### src/rtl/pong_pkg.sv
// pong_pkg: shared position width, default geometry and the ball controller state type.
package pong_pkg;
  localparam int POS_W = 10;
  localparam int CNT_W = 16;
  localparam int MAX_SPEED = 4;
  localparam int DEF_SCREEN_W = 640;
  localparam int DEF_SCREEN_H = 480;
  localparam int DEF_BALL_SIZE = 4;
  localparam int DEF_PADDLE_X = 0;
  localparam int DEF_PADDLE_W = 10;
  localparam int DEF_PADDLE_H = 50;
  localparam int DEF_BALL_SPEED = 1;
  localparam int DEF_SERVE_FRAMES = 60;
  localparam int DEF_SCORE_W = 8;
  typedef enum logic [1:0] {IDLE, SERVE, PLAY, MISS} state_t;
endpackage

### src/rtl/pong_ball_step.sv
// pong_ball_step: one-frame ball move with wall reflection, paddle hit and miss detection.
module pong_ball_step
  import pong_pkg::*;
#(
  parameter int SCREEN_W  = DEF_SCREEN_W,
  parameter int SCREEN_H  = DEF_SCREEN_H,
  parameter int BALL_SIZE = DEF_BALL_SIZE,
  parameter int PADDLE_X  = DEF_PADDLE_X,
  parameter int PADDLE_W  = DEF_PADDLE_W,
  parameter int PADDLE_H  = DEF_PADDLE_H
) (
  input  logic [POS_W-1:0] x,
  input  logic [POS_W-1:0] y,
  input  logic [POS_W-1:0] paddle_y,
  input  logic             dir_x,
  input  logic             dir_y,
  input  logic [POS_W:0]   speed,
  output logic [POS_W-1:0] nx,
  output logic [POS_W-1:0] ny,
  output logic             ndx,
  output logic             ndy,
  output logic             hit,
  output logic             miss
);
  localparam logic [POS_W:0] X_MAX = (POS_W+1)'(SCREEN_W - BALL_SIZE);
  localparam logic [POS_W:0] Y_MAX = (POS_W+1)'(SCREEN_H - BALL_SIZE);
  localparam logic [POS_W:0] FACE  = (POS_W+1)'(PADDLE_X + PADDLE_W);
  localparam logic [POS_W:0] BS    = (POS_W+1)'(BALL_SIZE);
  localparam logic [POS_W:0] PH    = (POS_W+1)'(PADDLE_H);
  logic [POS_W:0] xe, ye, pe, dn, up, rt, lt;
  logic overlap;
  // dir_x/dir_y: 1 = right/down; 11-bit math so sums never wrap past the limits
  always_comb begin
    xe = {1'b0, x};
    ye = {1'b0, y};
    pe = {1'b0, paddle_y};
    dn = ye + speed;
    up = ye - speed;
    rt = xe + speed;
    lt = xe - speed;
    overlap = (ye + BS > pe) && (ye < pe + PH);
    hit = !dir_x && xe > FACE && lt <= FACE && overlap;
    miss = !dir_x && !hit && xe <= speed;
    nx = dir_x ? (rt >= X_MAX ? POS_W'(X_MAX) : POS_W'(rt)) :
         hit ? POS_W'(FACE) : miss ? '0 : POS_W'(lt);
    ndx = dir_x ? rt < X_MAX : hit;
    ny = dir_y ? (dn >= Y_MAX ? POS_W'(Y_MAX) : POS_W'(dn)) :
         (ye <= speed ? '0 : POS_W'(up));
    ndy = dir_y ? dn < Y_MAX : ye <= speed;
  end
endmodule

### src/rtl/pong_ball_ctrl.sv
// pong_ball_ctrl: per-frame ball sequencer updated at the start of vertical blank.
// Define PONG_SPEEDUP_EN to raise ball speed by one every 4th paddle hit (cap 4).
module pong_ball_ctrl
  import pong_pkg::*;
#(
  parameter int SCREEN_W     = DEF_SCREEN_W,
  parameter int SCREEN_H     = DEF_SCREEN_H,
  parameter int BALL_SIZE    = DEF_BALL_SIZE,
  parameter int PADDLE_X     = DEF_PADDLE_X,
  parameter int PADDLE_W     = DEF_PADDLE_W,
  parameter int PADDLE_H     = DEF_PADDLE_H,
  parameter int BALL_SPEED   = DEF_BALL_SPEED,
  parameter int SERVE_FRAMES = DEF_SERVE_FRAMES,
  parameter int SCORE_W      = DEF_SCORE_W
) (
  input  logic               pixel_clk,
  input  logic               reset,
  input  logic               V_visible,
  input  logic [POS_W-1:0]   paddle_Y_location,
  input  logic               serve_btn,
  output logic [POS_W-1:0]   ball_X_location,
  output logic [POS_W-1:0]   ball_Y_location,
  output logic               ball_visible,
  output logic               hit_pulse,
  output logic               miss_pulse,
  output logic [SCORE_W-1:0] score
);
  localparam logic [POS_W-1:0] X0  = POS_W'((SCREEN_W - BALL_SIZE) / 2);
  localparam logic [POS_W-1:0] Y0  = POS_W'((SCREEN_H - BALL_SIZE) / 2);
  localparam logic [CNT_W-1:0] CD0 = CNT_W'(SERVE_FRAMES - 1);
  state_t state;
  logic prev, tick, dir_x, dir_y, serve_toggle;
  logic [CNT_W-1:0] countdown;
  logic [POS_W:0] speed;
  logic [POS_W-1:0] nx, ny;
  logic ndx, ndy, hit, miss;
  assign tick = prev & ~V_visible;
  pong_ball_step #(
    .SCREEN_W(SCREEN_W), .SCREEN_H(SCREEN_H), .BALL_SIZE(BALL_SIZE),
    .PADDLE_X(PADDLE_X), .PADDLE_W(PADDLE_W), .PADDLE_H(PADDLE_H)
  ) u_step (
    .x(ball_X_location), .y(ball_Y_location), .paddle_y(paddle_Y_location),
    .dir_x(dir_x), .dir_y(dir_y), .speed(speed),
    .nx(nx), .ny(ny), .ndx(ndx), .ndy(ndy), .hit(hit), .miss(miss)
  );
`ifdef PONG_SPEEDUP_EN
  logic [1:0] hit_cnt;
  always_ff @(posedge pixel_clk)
    if (reset || state == IDLE) begin
      speed <= (POS_W+1)'(BALL_SPEED);
      hit_cnt <= '0;
    end else if (tick && state == PLAY && hit) begin
      hit_cnt <= hit_cnt + 1'b1;
      if (hit_cnt == 2'd3 && speed < (POS_W+1)'(MAX_SPEED)) speed <= speed + 1'b1;
    end
`else
  assign speed = (POS_W+1)'(BALL_SPEED);
`endif
  always_ff @(posedge pixel_clk) begin
    prev <= V_visible;
    if (reset) begin
      state <= IDLE;
      ball_X_location <= X0;
      ball_Y_location <= Y0;
      dir_x <= 1'b1;
      dir_y <= 1'b1;
      score <= '0;
      ball_visible <= 1'b1;
      hit_pulse <= 1'b0;
      miss_pulse <= 1'b0;
      countdown <= '0;
      serve_toggle <= 1'b0;
    end else begin
      hit_pulse <= 1'b0;
      miss_pulse <= 1'b0;
      if (tick)
        case (state)
          IDLE: if (serve_btn) begin
            countdown <= CD0;
            dir_x <= 1'b1;
            dir_y <= ~serve_toggle;
            serve_toggle <= ~serve_toggle;
            state <= SERVE;
          end
          SERVE: if (countdown == '0) state <= PLAY; else countdown <= countdown - 1'b1;
          PLAY: begin
            ball_X_location <= nx;
            ball_Y_location <= ny;
            dir_x <= ndx;
            dir_y <= ndy;
            hit_pulse <= hit;
            miss_pulse <= miss;
            if (hit && !(&score)) score <= score + 1'b1;
            if (miss) begin
              state <= MISS;
              ball_visible <= 1'b0;
              countdown <= CD0;
            end
          end
          MISS: if (countdown == '0) begin
            ball_X_location <= X0;
            ball_Y_location <= Y0;
            ball_visible <= 1'b1;
            state <= IDLE;
          end else countdown <= countdown - 1'b1;
          default: state <= IDLE;
        endcase
    end
  end
endmodule

### config.mk
export PLATFORM = sky130hd
export DESIGN_NAME = pong_ball_ctrl
export DESIGN_NICKNAME = d
export VERILOG_FILES = /design/src/rtl/pong_pkg.sv /design/src/rtl/pong_ball_step.sv /design/src/rtl/pong_ball_ctrl.sv
export SDC_FILE = /design/constraint.sdc
export NUM_CORES = 1
export LEC_CHECK = 0
export ABC_AREA = 1
export CAP_MARGIN = 10
export CORE_MARGIN = 3
export CORE_UTILIZATION = 59
export CTS_CLUSTER_SIZE = 24
export DETAILED_ROUTE_END_ITERATION = 10
export GPL_TIMING_DRIVEN = 1
export PLACE_DENSITY = 0.82
export SETUP_SLACK_MARGIN = 0.2
export SYNTH_ARGS = -nofsm -noshare
export SYNTH_HDL_FRONTEND = slang
export SYNTH_SLANG_ARGS = --single-unit
export TNS_END_PERCENT = 50
### constraint.sdc
create_clock -name pixel_clk -period 3.9 [get_ports pixel_clk]
set_input_delay 1.17 -clock pixel_clk [delete_from_list [all_inputs] [get_ports pixel_clk]]
set_output_delay 1.17 -clock pixel_clk [all_outputs]
set_load 0.03 [all_outputs]
Figure 1. Met1 routing.
The bar under the picture is 20 um long.
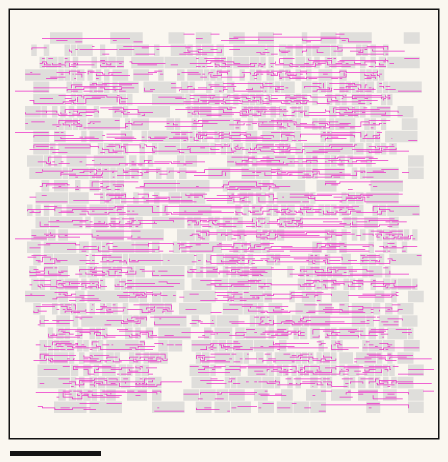
longest straight run: 47.4 um
wire length on this layer: 5590 um
share of all routed wire: 46%
nets with wire on the layer: 771

Figure 2. Signal wires on met2.
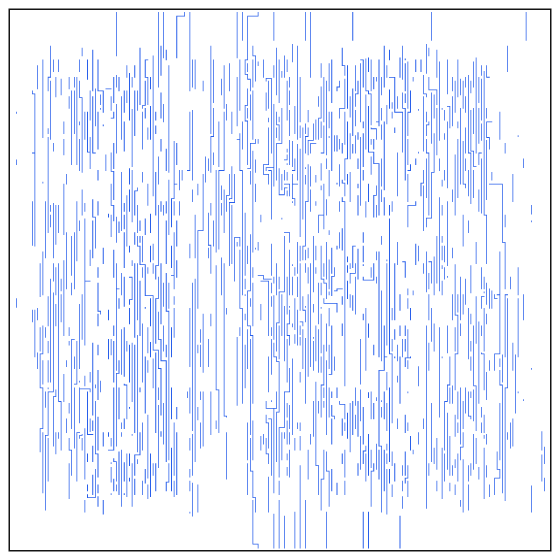
wire length on this layer: 5730 um
main direction: vertical
nets with wire on the layer: 673
share of all routed wire: 47%

Figure 3. Met3 routing.
The bar under the picture is 20 um long.
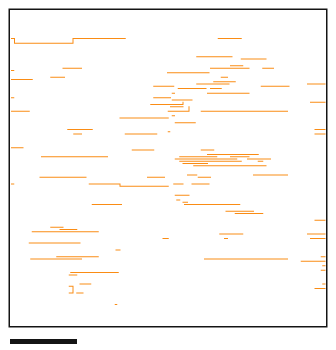
wire length on this layer: 701 um
share of all routed wire: 5.8%
longest straight run: 25.8 um
nets with wire on the layer: 79

==> ci_impl_report.md <==
## Implementation flow summary

| Metric | Value |
|---|---|
| Setup WS post-layout | 0.337 ns |
| Ys cells | 734 |
| Post-synth EDFFs | 0 |
| Static Leak | 2.41 nW |
| Clock buffer depth | 2 |
| Max-slew violations | 0 |
| Post CTS Setup Buffer Count | 0 |
| Run status | completed |
| Die x size | 94.6 um |
| Seq area share | 19.6% |
| R2r startpoint | ball_Y_location[4]$_SDFFE_PP0P_ |
| Row cnt | 31 |
| Hold Crit Depth | 2 |
| Placed insts | 867 |
| Mapped Cells | 734 |
| Fill count | 677 |
| TNS Setup | 0 ns |
| Global-route met1 utilization | 36.2% |
| WP data required | 4.09 ns |
| Diode count | 0 |
| Met3 routed WL | 701 um |
| Min-delay src | serve_toggle$_SDFFE_PP0P_ |
| Reg2Reg Setup Slack | 0.48 ns |
| Root buffer cell | clkbuf_8 |
| Post-synth top area cell | dfxtp_1 |
| Final period util | 91.4% |
| Syn_nets | 784 |
Figure 4. Signal wires on met4.
The bar under the picture is 20 um long.
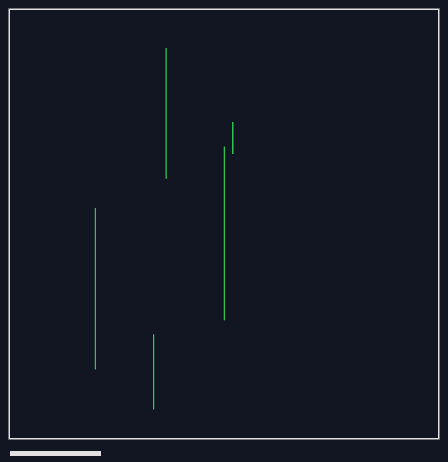
longest straight run: 38.1 um
nets with wire on the layer: 5

Figure 5. Clock wiring as the flow saved it.
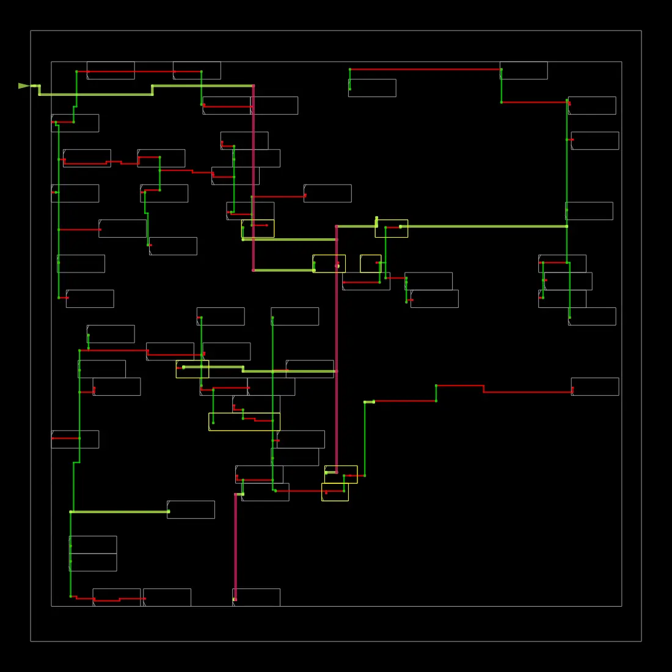
Worst Skew: 0.00761 ns
Clock Buffer Count: 5
FFs & Latches: 53
CTS buffer count: 5
CTS sink cnt: 53

[worst max-delay path: stages]
cell	delay, ns
clkdlybuf4s50_1	0.50
ha_2	0.19
nand2_1	0.08
a21oi_1	0.13
a21oi_1	0.05
ha_1	0.27
nand2_1	0.08
inv_1	0.04
a21oi_1	0.13
nand2_1	0.06
nand2_1	0.05
nand2_1	0.04
nand2_1	0.05
nand2_1	0.05
nand2_2	0.14
nand3_4	0.13
nand3_4	0.12
nand2_8	0.10
clkbuf_16	0.20
nand3_1	0.07
nand3_1	0.08
[cell usage in the layout, fill, tap and decap left out, types with 6 or more instances in the layout]
master / count
nand2_1: 191
nor2_1: 87
inv_1: 80
nand3_1: 54
dfxtp_1: 53
a21oi_1: 45
clkdlybuf4s50_1: 43
ha_1: 35
xor2_1: 24
o21ai_0: 22
nand4_1: 20
nor3_1: 14
nand2_2: 14
a21oi_2: 11
buf_4: 11
xnor2_1: 10
or2_2: 7
nor4_1: 6
[kinds of logic after synthesis]
group           synth area share [%]
compound gates                  11.2
xor+xnor                        6.43
fa+ha+maj                       9.73
buf+inv                         9.49
flops                           22.9
simple gates                    40.2
[worst max path at each step]
stage | to | slack (ns) | cells after the start
final | ball_visible$_SDFFE_PP1P_ | 0.34 | 21
after global routing | state[1]$_SDFFE_PP0P_ | 0.16 | 22
after CTS | score[5]$_SDFFE_PP0P_ | 0.22 | 22
after detailed placement | score[5]$_SDFFE_PP0P_ | -0.17 | 22
after global placement | score[3]$_SDFFE_PP0P_ | 0.02 | 22
after floorplan | state[0]$_SDFFE_PP0P_ | 0.72 | 20
[power breakdown]
| group | switching, mW | internal, mW | leakage [nW] |
|---|---|---|---|
| clock network | 0.211 | 0.197 | 0.0603 |
| registers | 0.0136 | 0.550 | 0.429 |
| logic | 0.146 | 0.103 | 1.92 |
Power figures rest on the tool's default switching activity, not on a simulated workload.
